==> config.mk <==
export PLATFORM = sky130hd
export DESIGN_NAME = rom_matrix_loader
export DESIGN_NICKNAME = d
export VERILOG_FILES = /design/src/rtl/rom_matrix_loader.sv
export SDC_FILE = /design/constraint.sdc
export NUM_CORES = 1
export LEC_CHECK = 0
export CORE_ASPECT_RATIO = 0.75
export CORE_MARGIN = 4
export CORE_UTILIZATION = 25
export CTS_CLUSTER_DIAMETER = 60
export DETAILED_ROUTE_END_ITERATION = 7
export GPL_ROUTABILITY_DRIVEN = 0
export HOLD_SLACK_MARGIN = 0.12
export SLEW_MARGIN = 0
export SYNTH_ARGS = -nofsm -noshare
export SYNTH_HDL_FRONTEND = slang
export SYNTH_SLANG_ARGS = --single-unit
==> constraint.sdc <==
create_clock -name I_sys_clk -period 2.55 [get_ports I_sys_clk]
set_input_delay 0.51 -clock I_sys_clk [delete_from_list [all_inputs] [get_ports I_sys_clk]]
set_output_delay 0.51 -clock I_sys_clk [all_outputs]
set_load 0.02 [all_outputs]
Figure 1. Clock network drawn from the DEF.
The bar under the picture is 50 um long.
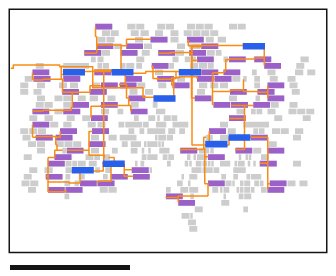
legend:
  flip-flops:
    color: purple
    count: 75
  clock drivers:
    color: blue
    count: 9
  clock wires:
    color: orange
    length: 913 um
routed clock nets: 10
P_clk: 1.36 mW
clk_lat worst skew: 0.33 ns
Clk network pwr share: 37.9%
Worst Skew: 0.005937 ns

Figure 2. Clock nets.
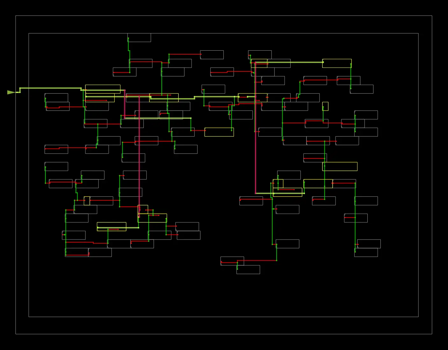
cts bufs inserted: 9
Seq cells: 75

Figure 3. Zoomed window.
Region (46, 30) to (86, 70) um. Cells in gray, sequential cells in the stronger gray; small squares are vias.
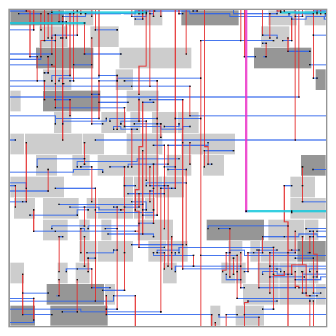
legend:
  metal 1:
    color: blue
  metal 2:
    color: red
  metal 3:
    color: cyan
  metal 4:
    color: magenta
cells with their middle in the window: 73
sequential cells in the window: 8
most frequent: ha_1 (9), dfxtp_1 (8), nand2_1 (8)

Figure 4. M3 wires.
Cells faint in the background.
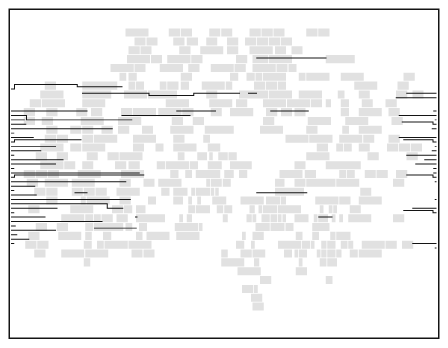
share of all routed wire: 8.9%
longest straight run: 39.8 um
wire length on this layer: 777 um
main direction: horizontal
Routed WL: 8707 um
met3 Usage GRT: 6.936%
vias: 2,436

==> results.json <==
{
  "outcome": "complete, no violations",
  "synth.top_cell.area_share_pct": 52.31,
  "r2r_slack_ns": 0.43,
  "cp-end-kind": "output port",
  "grt_pass1_vias": 2477,
  "seq-power_mw": 1.33,
  "floorplan.nets": 290,
  "finalInstanceArea_um2": 4320,
  "syn_inst": 257,
  "syn_area_um2": 2870,
  "top_cell": "dfxtp_1",
  "ys_seq_share_pct": 52.31,
  "rsz0062_at_grt": "false",
  "grtUsageMet2_pct": 20.24,
  "fp_util_pct": 25.94,
  "n_all_inverters": 7,
  "n_antenna_cell": 0,
  "ys_warn_count": 0,
  "crit_arrival_ns": 1.78,
  "cts_tree": "built",
  "yosys.area_share.aoi_pct": 25.54,
  "register_area_um2": 1501,
  "drtAntennaViolNets": 0,
  "comb_power_share_pct": 25.0,
  "grt_use_total_pct": 13.27,
  "design.portCount": 93,
  "crit_required_ns": 2.04,
  "top_cells_by_count": "75 x dfxtp_1, 47 x a32o_1, 22 x nor2b_1, 16 x a22oi_1, 15 x nand2_1",
  "synthAdderAreaFrac_pct": 4.795,
  "dp_hpwl_um": 6262,
  "warning_count": 34,
  "crit_path_max_fanout": 7,
  "tns_ns": 0,
  "p_sw_share_pct": 29.30,
  "taps": 140,
  "finalCritPeriodShare_pct": 89.76,
  "signal_buffer_area_fraction_pct": 23.81,
  "finalPower_mw": 3.578,
  "timing.critical_path.buf_inv": 3,
  "xor_share_pct": 0.3051,
  "path_cells": "inv_1 -> ha_1 -> inv_1 -> clkdlybuf4s50_1",
  "logic_gate_count": 156,
  "grt_pass1_wl_um": 13710,
  "placedCellCount": 481,
  "slew_headroom_pct": 42.66,
  "grtUsageMet1_pct": 16.52,
  "yosys_most_used_dff": "dfxtp_1",
  "logic_family": "AND-OR/OR-AND gates",
  "ys_cells": 257,
  "finish.utilization_pct": 39.04,
  "path_delay_family": "buffers and inverters",
  "fin_crit_ns": 2.289,
  "cts_resized": 0,
  "layout_top_cell": "clkdlybuf4s50_1",
  "synth-seq-cells": 75,
  "place_area_um2": 3994,
  "max_stage_delay_ns": 0.60,
  "drv_cap": 0,
  "first_pass_iters": 5,
  "finalMaxSlewViolations": 0,
  "post_cts.repair.setup_buffers": 0,
  "dr.first_iter.drc_count": 130,
  "pre_cts_ws_ns": 0.2524,
  "area_leaders": "dfxtp_1 52%, a32o_1 16%, ha_1 4.8%",
  "fill_cells": 1106,
  "clock-sinks": 75,
  "ys_area_um2": 2870,
  "fin_ws_ns": 0.2611,
  "drc": 0,
  "drive_above_1_share_pct": 10.36,
  "critPathLaunchType": "flip-flop",
  "power_combinational_mw": 0.893,
  "antenna_found_initial": 0,
  "num_rows": 33,
  "dominant_cells": "sequential cells",
  "ir_worst_vdd_mv": 0.4333,
  "htree_num_levels": 3,
  "internal_power_mw": 2.530,
  "clk_pin_slew_worst_paths_ns": 0.06,
  "synth_cell_type_count": 36,
  "hold-worst-slack_ns": 0.4623,
  "lay_top_cells": "92 x clkdlybuf4s50_1, 75 x dfxtp_1, 47 x a32o_1",
  "finalSetupViolCount": 0,
  "grt_start_max_net_pins": 41,
  "seq_share_pct": 34.75,
  "routed.top_layer": "met4",
  "cts_hold_buffers": 0,
  "core-area_um2": 11070,
  "r2r_cells": 6,
  "synth-simple-area-share_pct": 12.38,
  "whs_path_depth": 1,
  "power_density_nw_per_um2": 828.2,
  "die.size.y_um": 100.8,
  "stdcell_count": 497,
  "worstSetupPathType": "reg -> out",
  "num-nets-final": 385,
  "sequentialPowerShare_pct": 37.1,
  "postSynthAreaPerCell_um2": 11.17,
  "min_path_type": "reg -> reg",
  "p_sw_mw": 1.048,
  "comb_share_pct": 29.22,
  "clk_path_buf_depth": 2,
  "synthMuxAreaShare_pct": 0.7411,
  "async_flop_share_pct": 0,
  "synth-edff-count": 0,
  "wl_per_cell_um": 17.52,
  "crit_slowest_cell": "clkdlybuf4s50_1",
  "fmax_ghz": 0.4369,
  "numPortBuffers": 92,
  "clock_buffers": 10,
  "wl_met2_um": 3796,
  "routed-wl-met3_um": 776,
  "leakagePower_nw": 1.498,
  "busiest_layer": "met2",
  "chipArea_um2": 13280,
  "critPathMostFrequentCell": "inv_1"
}
Power figures rest on the tool's default switching activity, not on a simulated workload.
